==> images/detail.png <==
The bar under the picture is 5 microns long. Region (140, 140) to (160, 160) microns. Cells in gray, sequential cells in the stronger gray; small squares are vias.
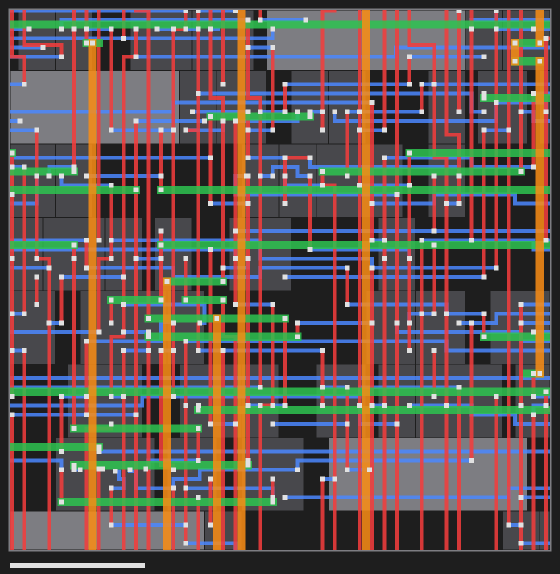
==> images/layer_met1.png <==
The bar under the picture is 50 microns long.
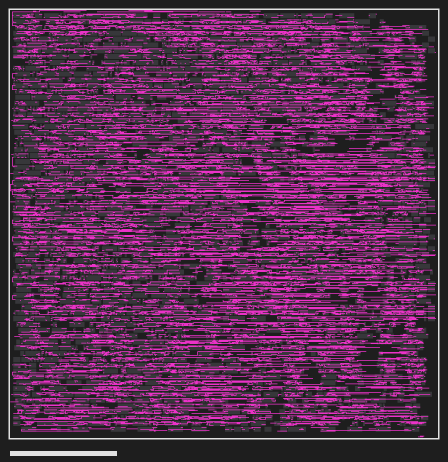
==> images/metal_density.png <==
40 x 40 tiles, from white (low) to dark blue (high), scaled to the fullest tile. Values are wire area over tile area, all layers added.
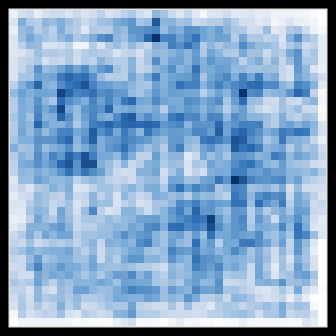
==> images/congestion.png <==
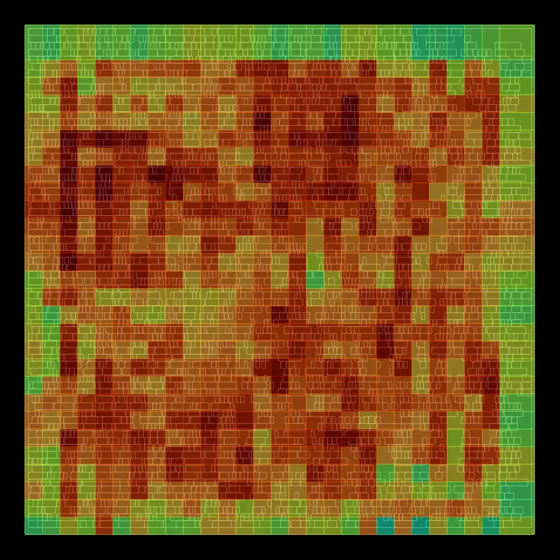
**src/rtl/conv_window_addr_gen.sv**
```systemverilog
// Read-address sequencer for convolution/pooling windows (HWC layout).
// Walks output pixels, kernel rows/cols and channels, one beat per valid/ready transfer.
module conv_window_addr_gen #(
    parameter int unsigned ADDR_W = 24,
    parameter int unsigned SIDE_W = 8,
    parameter int unsigned CH_W   = 16
) (
    input  logic              clk,
    input  logic              rst,
    input  logic              start,
    input  logic [ADDR_W-1:0] base_addr,
    input  logic [SIDE_W-1:0] kernel,
    input  logic [SIDE_W-1:0] stride,
    input  logic [SIDE_W-1:0] pad,
    input  logic [SIDE_W-1:0] i_side,
    input  logic [SIDE_W-1:0] o_side,
    input  logic [CH_W-1:0]   i_channel,
    output logic [ADDR_W-1:0] rd_addr,
    output logic              rd_pad,
    output logic              rd_last_win,
    output logic              rd_valid,
    input  logic              rd_ready,
    output logic              busy,
    output logic              done
);
    localparam int unsigned EXT_W = SIDE_W + 2;

    typedef enum logic [1:0] {IDLE, RUN, FLUSH} state_t;

    state_t r_state, w_state_nxt;

    logic [ADDR_W-1:0] r_base;
    logic [SIDE_W-1:0] r_k, r_s, r_p, r_w, r_o;
    logic [CH_W-1:0]   r_ch;

    logic [SIDE_W-1:0] r_oy, r_ox, r_ky, r_kx;
    logic [CH_W-1:0]   r_c;

    logic [ADDR_W-1:0] r_addr;
    logic              r_pad, r_last, r_valid, r_busy, r_done;

    logic [SIDE_W-1:0] w_adv_oy, w_adv_ox, w_adv_ky, w_adv_kx;
    logic [CH_W-1:0]   w_adv_c;
    logic              w_c_end, w_kx_end, w_ky_end, w_ox_end, w_oy_end, w_final;

    logic              w_idle, w_zero_cfg, w_cfg_load;
    logic [SIDE_W-1:0] w_b_oy, w_b_ox, w_b_ky, w_b_kx;
    logic [CH_W-1:0]   w_b_c;
    logic [ADDR_W-1:0] w_base;
    logic [SIDE_W-1:0] w_k, w_s, w_p, w_w;
    logic [CH_W-1:0]   w_ch;

    logic [EXT_W-1:0]  w_iy, w_ix;
    logic [ADDR_W-1:0] w_lin, w_beat_addr;
    logic              w_beat_pad, w_beat_last;

    logic [SIDE_W-1:0] w_oy_nxt, w_ox_nxt, w_ky_nxt, w_kx_nxt;
    logic [CH_W-1:0]   w_c_nxt;
    logic [ADDR_W-1:0] w_addr_nxt;
    logic              w_pad_nxt, w_last_nxt, w_valid_nxt, w_busy_nxt, w_done_nxt;

    assign w_c_end  = (r_c  == r_ch - CH_W'(1));
    assign w_kx_end = (r_kx == r_k - SIDE_W'(1));
    assign w_ky_end = (r_ky == r_k - SIDE_W'(1));
    assign w_ox_end = (r_ox == r_o - SIDE_W'(1));
    assign w_oy_end = (r_oy == r_o - SIDE_W'(1));
    assign w_final  = w_c_end & w_kx_end & w_ky_end & w_ox_end & w_oy_end;

    // Odometer increment: channel innermost, then kx, ky, ox, oy.
    always_comb begin
        w_adv_oy = r_oy;
        w_adv_ox = r_ox;
        w_adv_ky = r_ky;
        w_adv_kx = r_kx;
        w_adv_c  = r_c;
        if (!w_c_end) begin
            w_adv_c = r_c + CH_W'(1);
        end else begin
            w_adv_c = '0;
            if (!w_kx_end) begin
                w_adv_kx = r_kx + SIDE_W'(1);
            end else begin
                w_adv_kx = '0;
                if (!w_ky_end) begin
                    w_adv_ky = r_ky + SIDE_W'(1);
                end else begin
                    w_adv_ky = '0;
                    if (!w_ox_end) begin
                        w_adv_ox = r_ox + SIDE_W'(1);
                    end else begin
                        w_adv_ox = '0;
                        w_adv_oy = r_oy + SIDE_W'(1);
                    end
                end
            end
        end
    end

    // The first beat is computed from the live config inputs, later beats from the latched copy.
    assign w_idle     = (r_state == IDLE);
    assign w_zero_cfg = (kernel == '0) | (i_channel == '0) | (o_side == '0);
    assign w_cfg_load = w_idle & start;

    assign w_b_oy = w_idle ? '0 : w_adv_oy;
    assign w_b_ox = w_idle ? '0 : w_adv_ox;
    assign w_b_ky = w_idle ? '0 : w_adv_ky;
    assign w_b_kx = w_idle ? '0 : w_adv_kx;
    assign w_b_c  = w_idle ? '0 : w_adv_c;

    assign w_base = w_idle ? base_addr : r_base;
    assign w_k    = w_idle ? kernel    : r_k;
    assign w_s    = w_idle ? stride    : r_s;
    assign w_p    = w_idle ? pad       : r_p;
    assign w_w    = w_idle ? i_side    : r_w;
    assign w_ch   = w_idle ? i_channel : r_ch;

    assign w_iy = EXT_W'(w_b_oy) * EXT_W'(w_s) + EXT_W'(w_b_ky) - EXT_W'(w_p);
    assign w_ix = EXT_W'(w_b_ox) * EXT_W'(w_s) + EXT_W'(w_b_kx) - EXT_W'(w_p);

    assign w_beat_pad = w_iy[EXT_W-1] | w_ix[EXT_W-1]
                      | ($signed(w_iy) >= $signed(EXT_W'(w_w)))
                      | ($signed(w_ix) >= $signed(EXT_W'(w_w)));

    assign w_lin       = ADDR_W'(w_iy) * ADDR_W'(w_w) + ADDR_W'(w_ix);
    assign w_beat_addr = w_beat_pad ? '0 : (w_base + w_lin * ADDR_W'(w_ch) + ADDR_W'(w_b_c));
    assign w_beat_last = (w_b_ky == w_k - SIDE_W'(1)) & (w_b_kx == w_k - SIDE_W'(1))
                       & (w_b_c == w_ch - CH_W'(1));

    // Next state, next counters and next registered outputs.
    always_comb begin
        w_state_nxt = r_state;
        w_oy_nxt    = r_oy;
        w_ox_nxt    = r_ox;
        w_ky_nxt    = r_ky;
        w_kx_nxt    = r_kx;
        w_c_nxt     = r_c;
        w_addr_nxt  = r_addr;
        w_pad_nxt   = r_pad;
        w_last_nxt  = r_last;
        w_valid_nxt = r_valid;
        w_busy_nxt  = r_busy;
        w_done_nxt  = 1'b0;
        unique case (r_state)
            IDLE: begin
                if (start) begin
                    w_busy_nxt = 1'b1;
                    if (w_zero_cfg) begin
                        w_state_nxt = FLUSH;
                        w_done_nxt  = 1'b1;
                    end else begin
                        w_state_nxt = RUN;
                        w_valid_nxt = 1'b1;
                        w_oy_nxt    = w_b_oy;
                        w_ox_nxt    = w_b_ox;
                        w_ky_nxt    = w_b_ky;
                        w_kx_nxt    = w_b_kx;
                        w_c_nxt     = w_b_c;
                        w_addr_nxt  = w_beat_addr;
                        w_pad_nxt   = w_beat_pad;
                        w_last_nxt  = w_beat_last;
                    end
                end
            end
            RUN: begin
                if (rd_ready) begin
                    if (w_final) begin
                        w_state_nxt = FLUSH;
                        w_valid_nxt = 1'b0;
                        w_done_nxt  = 1'b1;
                        w_addr_nxt  = '0;
                        w_pad_nxt   = 1'b0;
                        w_last_nxt  = 1'b0;
                    end else begin
                        w_oy_nxt   = w_b_oy;
                        w_ox_nxt   = w_b_ox;
                        w_ky_nxt   = w_b_ky;
                        w_kx_nxt   = w_b_kx;
                        w_c_nxt    = w_b_c;
                        w_addr_nxt = w_beat_addr;
                        w_pad_nxt  = w_beat_pad;
                        w_last_nxt = w_beat_last;
                    end
                end
            end
            FLUSH: begin
                w_state_nxt = IDLE;
                w_busy_nxt  = 1'b0;
                w_valid_nxt = 1'b0;
            end
            default: begin
                w_state_nxt = IDLE;
            end
        endcase
    end

    always_ff @(posedge clk) begin
        if (!rst) begin
            r_state <= IDLE;
            r_base  <= '0;
            r_k     <= '0;
            r_s     <= '0;
            r_p     <= '0;
            r_w     <= '0;
            r_o     <= '0;
            r_ch    <= '0;
            r_oy    <= '0;
            r_ox    <= '0;
            r_ky    <= '0;
            r_kx    <= '0;
            r_c     <= '0;
            r_addr  <= '0;
            r_pad   <= 1'b0;
            r_last  <= 1'b0;
            r_valid <= 1'b0;
            r_busy  <= 1'b0;
            r_done  <= 1'b0;
        end else begin
            r_state <= w_state_nxt;
            if (w_cfg_load) begin
                r_base <= base_addr;
                r_k    <= kernel;
                r_s    <= stride;
                r_p    <= pad;
                r_w    <= i_side;
                r_o    <= o_side;
                r_ch   <= i_channel;
            end
            r_oy    <= w_oy_nxt;
            r_ox    <= w_ox_nxt;
            r_ky    <= w_ky_nxt;
            r_kx    <= w_kx_nxt;
            r_c     <= w_c_nxt;
            r_addr  <= w_addr_nxt;
            r_pad   <= w_pad_nxt;
            r_last  <= w_last_nxt;
            r_valid <= w_valid_nxt;
            r_busy  <= w_busy_nxt;
            r_done  <= w_done_nxt;
        end
    end

    assign rd_addr     = r_addr;
    assign rd_pad      = r_pad;
    assign rd_last_win = r_last;
    assign rd_valid    = r_valid;
    assign busy        = r_busy;
    assign done        = r_done;

endmodule

```
**config.mk**
```make
export PLATFORM = sky130hd
export DESIGN_NAME = conv_window_addr_gen
export DESIGN_NICKNAME = d
export VERILOG_FILES = /design/src/rtl/conv_window_addr_gen.sv
export SDC_FILE = /design/constraint.sdc
export NUM_CORES = 2
export LEC_CHECK = 0
export CAP_MARGIN = 0
export CORE_UTILIZATION = 65
export DETAILED_ROUTE_END_ITERATION = 10
export GPL_TIMING_DRIVEN = 0
export MAX_ROUTING_LAYER = met4
export PLACE_DENSITY = 0.85
export SLEW_MARGIN = 20
export SYNTH_ARGS = -nofsm -noshare
export SYNTH_HDL_FRONTEND = slang
export SYNTH_SLANG_ARGS = --single-unit
```
**constraint.sdc**
```tcl
create_clock -name clk -period 55.3 [get_ports clk]
set_input_delay 11.06 -clock clk [delete_from_list [all_inputs] [get_ports clk]]
set_output_delay 11.06 -clock clk [all_outputs]
set_load 0.05 [all_outputs]
```
==> notes.org <==
* Implementation run

** Critical path
- Kind of critical path :: in2reg
- On the critical path the largest part of the delay comes from adder cells.
- Bufs and invs on worst path :: 10
- Kind of start point of the critical path :: primary input
- The cell that appears most often on the critical path is sky130_fd_sc_hd__fa_1.
- Worst path slowest cell :: sky130_fd_sc_hd__xnor2_1
- Arrival time worst endpoint :: 29030 ps
- STA classifies the critical path endpoint as a flip-flop.

** Die
- In this run the vertical extent of the chip is 199.9 microns.
- Row generation in the floorplan step produced 72 rows.
- DIE AREA :: 39970 sq um
- # Taps :: 518
- Core area :: 38650 sq um
- From left edge to right edge, the die measures 199.9 microns.
- Share of the core filled by cells before placement :: 65.89%

** Synthesis
- Post-synth net total :: 3763
- Main area contributors :: sky130_fd_sc_hd__fa_1 (28%), sky130_fd_sc_hd__dfxtp_1 (13%), sky130_fd_sc_hd__ha_1 (10%), sky130_fd_sc_hd__inv_1 (7.5%), sky130_fd_sc_hd__nand2_1 (7.1%)
- Yosys shows that the main logic family after synthesis is adder cells.
- Instance count of the mapped netlist :: 3124
- The cell area that synthesis handed to floorplanning was 25460 sq um.
- The synthesis report gives the async set-or-reset register share as 0%.
- Mean instance size in the synthesized netlist :: 8.151 sq um
- Simple Share, Synth :: 19.95%
- Post-Synth Adder-Cell Area :: 37.65%
- Post-synth regs :: 159
- Yosys reports that the leading cell type by area covers 27.67% of the netlist area.
- Post-synthesis xor/xnor area fraction :: 8.024%
- Among all cell types in the netlist, the one instantiated most often is sky130_fd_sc_hd__inv_1.
- Post-synthesis sequential area ratio :: 12.50%
- Distinct cells, synth :: 81
- Compound-Gate Fraction of Synth Area :: 8.501%
- In the synthesized netlist the dominant register cell turns out to be sky130_fd_sc_hd__dfxtp_1.
- Chip area estimate from yosys synthesis :: 25460 sq um

** Cells and area
- In the finished design the tool counted flip-flops and latches totalling 159.
- Per the layout area report, the combinational fraction of cell area is 71.35%.
- Clock cells make up 1.955% of the layout cell area.
- After the flow finishes, the layout carries non-filler instances totaling 3789.
- Number of nets in the layout :: 3895
- Relative area change from synthesis to final layout :: 9.326%
- Clock buffer cells :: 18
- Looking at the area split, the leading class of cells is combinational gates.
- Logic area :: 19860 sq um
- Signal inverters :: 512
- The sequential cells in the finished layout cover a total of 3183 sq um.
- Counting the fill cells in the layout gives 3024.
- # diodes :: 3
- Sequential cells make up 11.43% of the cell area.

** CTS
- The tree built by TritonCTS fans out to 159 sinks.
- Root buffer cell :: sky130_fd_sc_hd__clkbuf_16
- Hold-fix buffers at CTS :: 0
- Skew-Pair Late Insertion Delay :: 520 ps
- CTS Buffer Depth :: 2

** Timing
- Final hold violation count :: 0
- In this run the tightest slew margin relative to its limit is 19.93%.
- Final Cycle Share :: 51.69%
- Clock Skews :: 22.09 ps
- The routed design could run at a clock period as short as 28580 ps.
- Count of final max-slew check failures :: 0
- Final Worst Setup Slack :: 26720 ps
- After routing, the total negative slack on setup checks comes to 0 ps.

** Route
- After detailed routing, the number of vias per cell comes to 6.073.
- The routed wirelength on the met1 layer is recorded as 31100 microns.
- Before antenna repair, the detailed router went through 6 iterations.
- After the first detailed-routing iteration, the DRC count stood at 2045.
- Routed wire length on met3 :: 9267 microns
- Wire segments on met2 add up to 38440 microns in the final route.
- Top sig layer :: met4

** Placed design
- Pre-CTS setup slack :: 26530 ps
- After legalization and detailed placement, the total HPWL measured 68620 microns.
- RePlAce ended its routability-driven mode at a weighted congestion of 1.044.
- Port bufs :: 112

** GRT
- Total congestion overflow :: 0
- Via count of the first global-routing pass :: 23450

** Flow run
- In this run the tools logged warnings totalling 39.

** Status
- The flow ran to the end, and the final reports show no timing, DRC or antenna violations.
Back to the opening pictures, detail.png:
legend:
  metal 1:
    color: blue
  metal 2:
    color: red
  metal 3:
    color: green
  metal 4:
    color: orange
cells with their middle in the window: 46
most frequent: nand2_1 (11), nor2_1 (6), a21oi_1 (5)
sequential cells in the window: 4
netlist names of flops here include: r_c (4)

Back to the opening pictures, layer_met1.png:
main direction: horizontal
share of all routed wire: 37%
longest straight run: 78.7 microns
drt total wl: 84570 microns
M1 GR Usage: 52.33%
vias post-DR: 23010

Back to the opening pictures, metal_density.png:
nearly empty tiles: 1.0%
fullest tile: 0.88
mean over tiles: 0.37
tiles over half the peak: 33%
average detailed-routed wire length per instance: 22.32 microns
total routing resource utilization after global routing: 45.41%

Back to the opening pictures, congestion.png:
met2 global-route usage: 69.78%
grt peak-use layer: met2
end-of-flow core utilization: 72.03%
Global Route met3 Usage: 12.80%

==> per-stage QoR <==
stage / hold WS, ps / cell area, sq um / utilization, %
finish: 451.3 / 27840 / 72.03
global route: 471.9 / 27840 / 72.02
CTS: 451.9 / 27800 / 71.92
detailed placement: 444.2 / 27250 / 70.51
global placement: 439.4 / 27230 / 70.46
floorplan: 433.8 / 25460 / -
==> final timing paths <==
path / start / to / slack [ps] / depth (start not counted)
max: stride[2] / rd_addr[23] / 26720 / 58
min: rd_addr[4] / rd_addr[4] / 450 / 2
max reg2reg: r_state[0] / rd_addr[23] / 31950 / 66
min reg2reg: rd_addr[4] / rd_addr[4] / 450 / 2
